==> src/rtl/tc_pkg.sv <==
// Shared definitions for the tc_array timer block: FSM states, register map and CTRL layout.
// The optional prescaler is enabled by defining TC_ARRAY_PRESCALE_EN.
package tc_pkg;

    typedef enum logic [1:0] {
        ST_IDLE = 2'd0,
        ST_LOAD = 2'd1,
        ST_CNT  = 2'd2,
        ST_INT  = 2'd3
    } tc_state_e;

    // Word offsets inside one channel's 16-byte window
    localparam logic [1:0] OFF_CTRL     = 2'd0;
    localparam logic [1:0] OFF_PRESET   = 2'd1;
    localparam logic [1:0] OFF_COUNT    = 2'd2;
    localparam logic [1:0] OFF_PRESCALE = 2'd3;

    localparam int CTRL_EN      = 0;
    localparam int CTRL_MODE_LO = 1;
    localparam int CTRL_MODE_HI = 2;
    localparam int CTRL_IM      = 3;

    localparam logic [1:0] MODE_ONESHOT = 2'b00;
    localparam logic [1:0] MODE_RELOAD  = 2'b01;

endpackage

==> src/rtl/tc_channel.sv <==
// One timer channel: CTRL/PRESET/COUNT registers, the IDLE/LOAD/CNT/INT FSM and its interrupt flag.
// TC_ARRAY_PRESCALE_EN adds the PRESCALE register and a tick divider for the CNT state.
module tc_channel
    import tc_pkg::*;
(
    input  logic        clk,
    input  logic        reset,
    input  logic        sel,
    input  logic        we,
    input  logic [1:0]  offset,
    input  logic [31:0] din,
    output logic [31:0] rdata,
    output logic        irq,
    output logic [1:0]  state
);

    tc_state_e   st, st_next;
    logic        en, im, irq_flag;
    logic [1:0]  mode;
    logic [31:0] preset, count;
    logic        wr_ctrl, wr_preset, tick;
    logic        load, dec, set_flag, hw_clr_en, pulse_end;

    assign wr_ctrl   = sel && we && (offset == OFF_CTRL);
    assign wr_preset = sel && we && (offset == OFF_PRESET);

`ifdef TC_ARRAY_PRESCALE_EN
    logic [15:0] prescale, pcnt;
    logic        wr_prescale;

    assign wr_prescale = sel && we && (offset == OFF_PRESCALE);
    assign tick        = (pcnt == prescale);

    always_ff @(posedge clk) begin
        if (reset) begin
            prescale <= '0;
            pcnt     <= '0;
        end else begin
            if (wr_prescale)
                prescale <= din[15:0];
            if (load)
                pcnt <= '0;
            else if (st == ST_CNT && en)
                pcnt <= tick ? 16'd0 : pcnt + 16'd1;
        end
    end
`else
    assign tick = 1'b1;
`endif

    // Expiry also waits for a tick so a prescaled channel spends PRESET+1 full periods in CNT.
    always_comb begin
        st_next   = st;
        load      = 1'b0;
        dec       = 1'b0;
        set_flag  = 1'b0;
        hw_clr_en = 1'b0;
        pulse_end = 1'b0;
        case (st)
            ST_IDLE: if (en) st_next = ST_LOAD;
            ST_LOAD: begin
                load    = 1'b1;
                st_next = ST_CNT;
            end
            ST_CNT: begin
                if (!en) begin
                    st_next = ST_IDLE;
                end else if (tick) begin
                    if (count == '0) begin
                        st_next  = ST_INT;
                        set_flag = 1'b1;
                    end else begin
                        dec = 1'b1;
                    end
                end
            end
            ST_INT: begin
                if (mode == MODE_RELOAD) begin
                    st_next   = ST_LOAD;
                    pulse_end = 1'b1;
                end else begin
                    st_next   = ST_IDLE;
                    hw_clr_en = 1'b1;
                end
            end
            default: st_next = ST_IDLE;
        endcase
    end

    always_ff @(posedge clk) begin
        if (reset) begin
            st       <= ST_IDLE;
            en       <= 1'b0;
            mode     <= MODE_ONESHOT;
            im       <= 1'b0;
            preset   <= '0;
            count    <= '0;
            irq_flag <= 1'b0;
        end else begin
            st <= st_next;
            if (load)
                count <= preset;
            else if (dec)
                count <= count - 32'd1;
            if (hw_clr_en)
                en <= 1'b0;
            // Software CTRL write is applied last so it overrides the hardware EN clear.
            if (wr_ctrl) begin
                en   <= din[CTRL_EN];
                mode <= din[CTRL_MODE_HI:CTRL_MODE_LO];
                im   <= din[CTRL_IM];
            end
            if (wr_preset)
                preset <= din;
            if (set_flag)
                irq_flag <= 1'b1;
            else if (pulse_end || wr_ctrl || wr_preset)
                irq_flag <= 1'b0;
        end
    end

    always_comb begin
        rdata = '0;
        case (offset)
            OFF_CTRL:     rdata = {28'd0, im, mode, en};
            OFF_PRESET:   rdata = preset;
            OFF_COUNT:    rdata = count;
`ifdef TC_ARRAY_PRESCALE_EN
            OFF_PRESCALE: rdata = {16'd0, prescale};
`else
            OFF_PRESCALE: rdata = '0;
`endif
            default:      rdata = '0;
        endcase
    end

    assign irq   = im & irq_flag;
    assign state = st;

endmodule

==> src/rtl/tc_array.sv <==
// Array of NCH timer channels behind a 16-byte-per-channel register window at BASE.
// Define TC_ARRAY_PRESCALE_EN to enable the per-channel PRESCALE register.
module tc_array
    import tc_pkg::*;
#(
    parameter int          NCH  = 2,
    parameter logic [31:0] BASE = 32'h0000_7f00
) (
    input  logic               clk,
    input  logic               reset,
    input  logic [31:2]        Addr,
    input  logic               WE,
    input  logic [31:0]        Din,
    output logic [31:0]        Dout,
    output logic [NCH-1:0]     IRQ,
    output logic [2*NCH-1:0]   dbg_state
);

    logic [31:0] byte_addr, rel;
    logic        in_range;
    logic [NCH-1:0] sel;
    logic [31:0] rdata [NCH];

    assign byte_addr = {Addr, 2'b00};
    assign rel       = byte_addr - BASE;
    assign in_range  = (byte_addr >= BASE) && (rel < 32'(16 * NCH));

    for (genvar k = 0; k < NCH; k++) begin : g_ch
        assign sel[k] = in_range && (rel[6:4] == 3'(k));

        tc_channel u_ch (
            .clk    (clk),
            .reset  (reset),
            .sel    (sel[k]),
            .we     (WE),
            .offset (rel[3:2]),
            .din    (Din),
            .rdata  (rdata[k]),
            .irq    (IRQ[k]),
            .state  (dbg_state[2*k +: 2])
        );
    end

    // Out-of-window addresses select no channel and therefore read 0.
    always_comb begin
        Dout = '0;
        for (int k = 0; k < NCH; k++)
            if (sel[k]) Dout = rdata[k];
    end

endmodule

==> config.mk <==
export PLATFORM = sky130hd
export DESIGN_NAME = tc_array
export DESIGN_NICKNAME = d
export VERILOG_FILES = /design/src/rtl/tc_pkg.sv /design/src/rtl/tc_channel.sv /design/src/rtl/tc_array.sv
export SDC_FILE = /design/constraint.sdc
export NUM_CORES = 1
export LEC_CHECK = 0
export CELL_PAD_IN_SITES_DETAIL_PLACEMENT = 0
export CELL_PAD_IN_SITES_GLOBAL_PLACEMENT = 1
export CORE_UTILIZATION = 35
export CTS_CLUSTER_SIZE = 28
export DETAILED_ROUTE_END_ITERATION = 10
export HOLD_SLACK_MARGIN = 0.08
export PLACE_DENSITY = 0.69
export SYNTH_ARGS = -nofsm -noshare
export SYNTH_HDL_FRONTEND = slang
export SYNTH_SLANG_ARGS = --single-unit
==> constraint.sdc <==
create_clock -name clk -period 4.6 [get_ports clk]
set_input_delay 0.46 -clock clk [delete_from_list [all_inputs] [get_ports clk]]
set_output_delay 0.46 -clock clk [all_outputs]
set_load 0.02 [all_outputs]
**Run 1: routing congestion map**

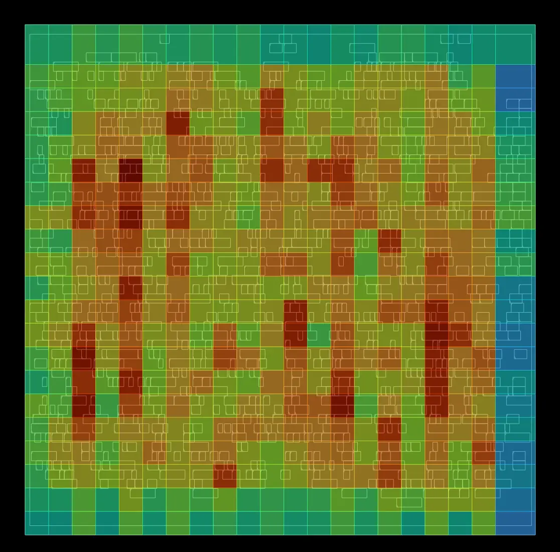
WL/cell: 21.2 microns
Tot GR Track Use: 25.7%

**Run 1: supply network**

Scale: 3 px per micron. Pins as bars on the die edge.
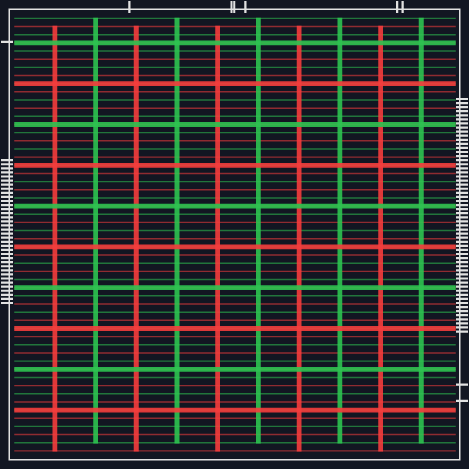
colour	net
green	VDD
red	VSS
signal pins	103
rows	53

**Run 1: cell density map**

Scale: 2 px per micron. The die is cut into 15 by 15 equal tiles; white is low, dark blue is high, 0 to 100% covered.
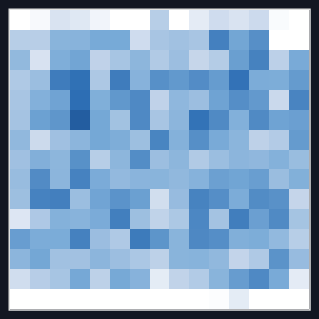
mean over tiles	41%
nearly empty tiles	9.3%
tiles over 75% full	0.40%
fullest tile	82%

**Run 1: routed clock nets over the placement**

Scale: 4 px per micron.
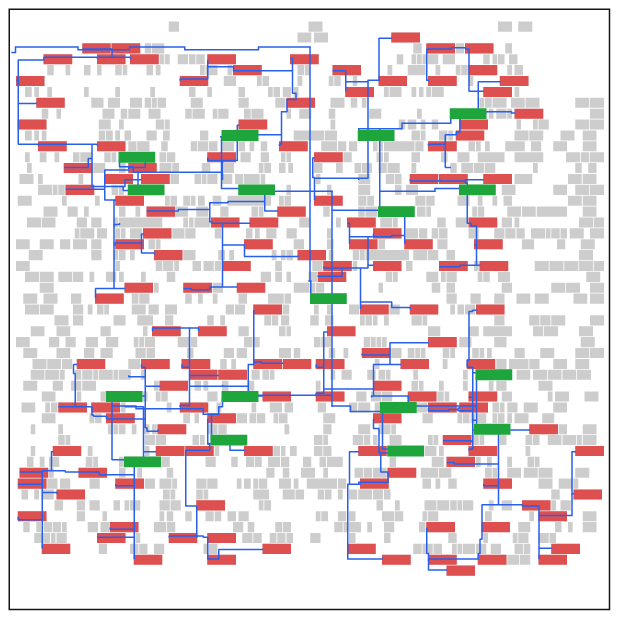
[red] flip-flops | count: 142
[blue] clock wires | length: 1980 microns
[green] clock-net drivers | count: 17
routed clock nets	18

==> flow_summary.json, run 1 <==
{
  "synth-area-yosys_sq_um": 7630,
  "p_leak_nw": 3.08,
  "ff_type": "dfxtp_1",
  "pwr-share-seq_pct": 43.8,
  "crit_path_start_kind": "input pin",
  "top_area_cell": "dfxtp_1",
  "outcome": "finished clean",
  "viasPerCell": 5.97,
  "dominant_cells": "combinational gates",
  "clk_path_buf_depth": 2,
  "adder_share_pct": 0.328,
  "comb-power_mw": 0.157,
  "ys_seq_share_pct": 37.2,
  "switchingPower_mw": 0.655,
  "n_all_buffers": 118,
  "cts_resized": 0,
  "log.warning_count": 26,
  "nWellTaps": 275,
  "peakVddDrop_uv": 183,
  "syn_area_per_cell_sq_um": 7.75,
  "common_cells": "nand2_1, dfxtp_1, a21oi_1, clkbuf_1, nor2_1",
  "synth.cellmix.compoundShare_pct": 27.3,
  "cts_buffers": 17,
  "rrSetupSlack_ns": 1.67,
  "finClkSkew_ns": 0.00939,
  "xor_share_pct": 0.803,
  "inverters": 7,
  "post_cts_buffers": 0,
  "topCellsByArea": "dfxtp_1, nand2_1, a21oi_1, a211oi_1, a221oi_1",
  "ios": 103,
  "clkCellAreaFrac_pct": 6.35,
  "slew_violations": 0,
  "hold_buffers": 0,
  "drc": 0,
  "worstSetupEndpoint": "Dout[23]",
  "initCoreUtil_pct": 36.0,
  "ys_warn_count": 0,
  "antenna_found_initial": 0,
  "place_congestion": 0.827,
  "grtUsageMet1_pct": 35.7,
  "cp.depth": 7,
  "holdPathStages": 2,
  "layout_setup_ws_ns": 0.572,
  "critPathMaxStageDelay_ns": 0.70,
  "postLayoutCoreUtil_pct": 44.4,
  "comb_area_sq_um": 4450,
  "crit_slowest_cell": "or4b_2",
  "clock_latency_ns": 0.43,
  "core_sq_um": 21200,
  "yosysMostFrequentCell": "nand2_1",
  "sh_comb_area_pct": 47.3,
  "drive_gt1_share_pct": 7.79,
  "finalPower_mw": 2.81,
  "powerClk_mw": 1.42,
  "hp-start": "g_ch[1].u_ch.preset[26]$_SDFFE_PP0P_",
  "syn_to_final_growth_pct": 23.5,
  "cts_tree": "done",
  "path_max_fanout": 18,
  "dp_hpwl_microns": 19800,
  "nClkBuffers": 19,
  "critPathBufInv": 3,
  "dr.first_iter.drc_count": 665,
  "yosys.area_share.simple_pct": 26.9,
  "nonClkBufAreaFrac_pct": 12.3,
  "cap_violations": 0,
  "grt_max_degree": 73,
  "synth_flops": 142,
  "ys_cells": 985,
  "rsz0062_at_grt": "false",
  "path_common_cell": "clkdlybuf4s50_1",
  "top_layer": "met4",
  "clock-sinks": 142,
  "sequentialPower_mw": 1.23,
  "rows": 53,
  "htree_levels": 4,
  "vias": 7928,
  "path_class": "in -> out",
  "wl_met3_microns": 1920,
  "dpl.cell_count": 1296,
  "maxPowerGroup": "the clock network",
  "yosysTopAreaCellShare_pct": 37.2
}
==> inputs of run 2 (changes only) <==
--- a/config.mk
+++ b/config.mk
@@ -11,7 +11,9 @@
 export CTS_CLUSTER_SIZE = 28
 export DETAILED_ROUTE_END_ITERATION = 10
 export HOLD_SLACK_MARGIN = 0.08
-export PLACE_DENSITY = 0.69
+export PLACE_DENSITY = 0.67
+export SLEW_MARGIN = 20
 export SYNTH_ARGS = -nofsm -noshare
 export SYNTH_HDL_FRONTEND = slang
+export SYNTH_HIERARCHICAL = 1
 export SYNTH_SLANG_ARGS = --single-unit
==> run 2 against run 1 <==
  * Largest power group unchanged
  * Sequential power about the same
  * Worst setup slack worse by 0.067 ns
  * Wire length up 13%
  * Total power up 2.6%
  * Combinational power increased by 6%
  * Global-route usage increased by 0.097 points
  * Sequential share of layout area is 2.7 points lower
  * Critical path type unchanged
  * First-iteration DRC count is 4.7% lower
  * Final cell count grew 11%
  * Synthesized cell count increased by 9.7%
  * Hold slack better by 0.0024 ns
==> flow_summary.json, run 2 <==
{
  "place_congestion": 0.867,
  "peakVddDrop_uv": 215,
  "pwr-share-seq_pct": 42.7,
  "yosys.area_share.simple_pct": 28.8,
  "htree_levels": 4,
  "nClkBuffers": 20,
  "path_max_fanout": 34,
  "nWellTaps": 319,
  "xor_share_pct": 0,
  "dominant_cells": "combinational gates",
  "antenna_found_initial": 1,
  "top_area_cell": "dfxtp_1",
  "clock-sinks": 142,
  "grtUsageMet1_pct": 34.8,
  "hold_buffers": 0,
  "crit_path_start_kind": "input pin",
  "clkCellAreaFrac_pct": 6.01,
  "comb-power_mw": 0.166,
  "topCellsByArea": "dfxtp_1, nand2_1, mux2i_1, a22o_1, a21oi_1",
  "grt_max_degree": 86,
  "drc": 0,
  "switchingPower_mw": 0.667,
  "rows": 56,
  "yosysMostFrequentCell": "nand2_1",
  "clk_path_buf_depth": 2,
  "cp.depth": 7,
  "finalPower_mw": 2.88,
  "holdPathStages": 2,
  "syn_to_final_growth_pct": 21.2,
  "synth_flops": 142,
  "synth.cellmix.compoundShare_pct": 26.2,
  "rsz0062_at_grt": "false",
  "path_class": "in -> out",
  "syn_area_per_cell_sq_um": 7.89,
  "rrSetupSlack_ns": 1.57,
  "postLayoutCoreUtil_pct": 43.7,
  "cts_tree": "done",
  "n_all_buffers": 122,
  "cap_violations": 0,
  "powerClk_mw": 1.48,
  "critPathBufInv": 2,
  "adder_share_pct": 0.293,
  "initCoreUtil_pct": 36.0,
  "top_layer": "met4",
  "comb_area_sq_um": 5250,
  "outcome": "finished clean",
  "post_cts_buffers": 0,
  "ys_cells": 1081,
  "critPathMaxStageDelay_ns": 0.75,
  "layout_setup_ws_ns": 0.505,
  "ff_type": "dfxtp_1",
  "dp_hpwl_microns": 22100,
  "drive_gt1_share_pct": 11.1,
  "ys_warn_count": 6,
  "ios": 103
}
**Run 2: placement by RTL instance**

Scale: 3 px per micron.
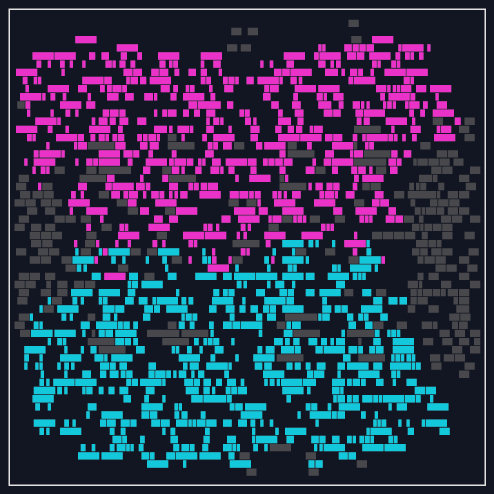
colour	instance	cells
cyan	`g_ch[0].u_ch`	454
magenta	`g_ch[1].u_ch`	453

**Run 2: metal 4**

Scale: 2 px per micron.
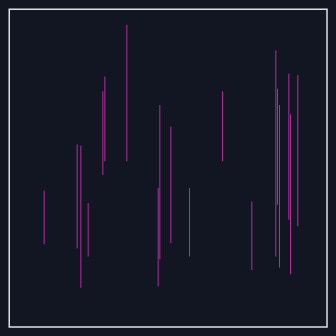
share of all routed wire	3.4%
nets with wire on the layer	19
wire length on this layer	1080 microns

**Run 2: routing congestion map**

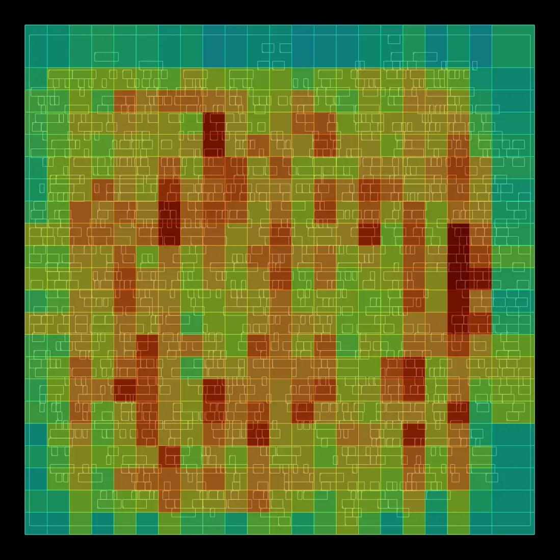
GR peak layer: met2
Tot GR Track Use: 25.8%
met2 Use GR: 40.8%

Power and IR drop assume default switching activity.
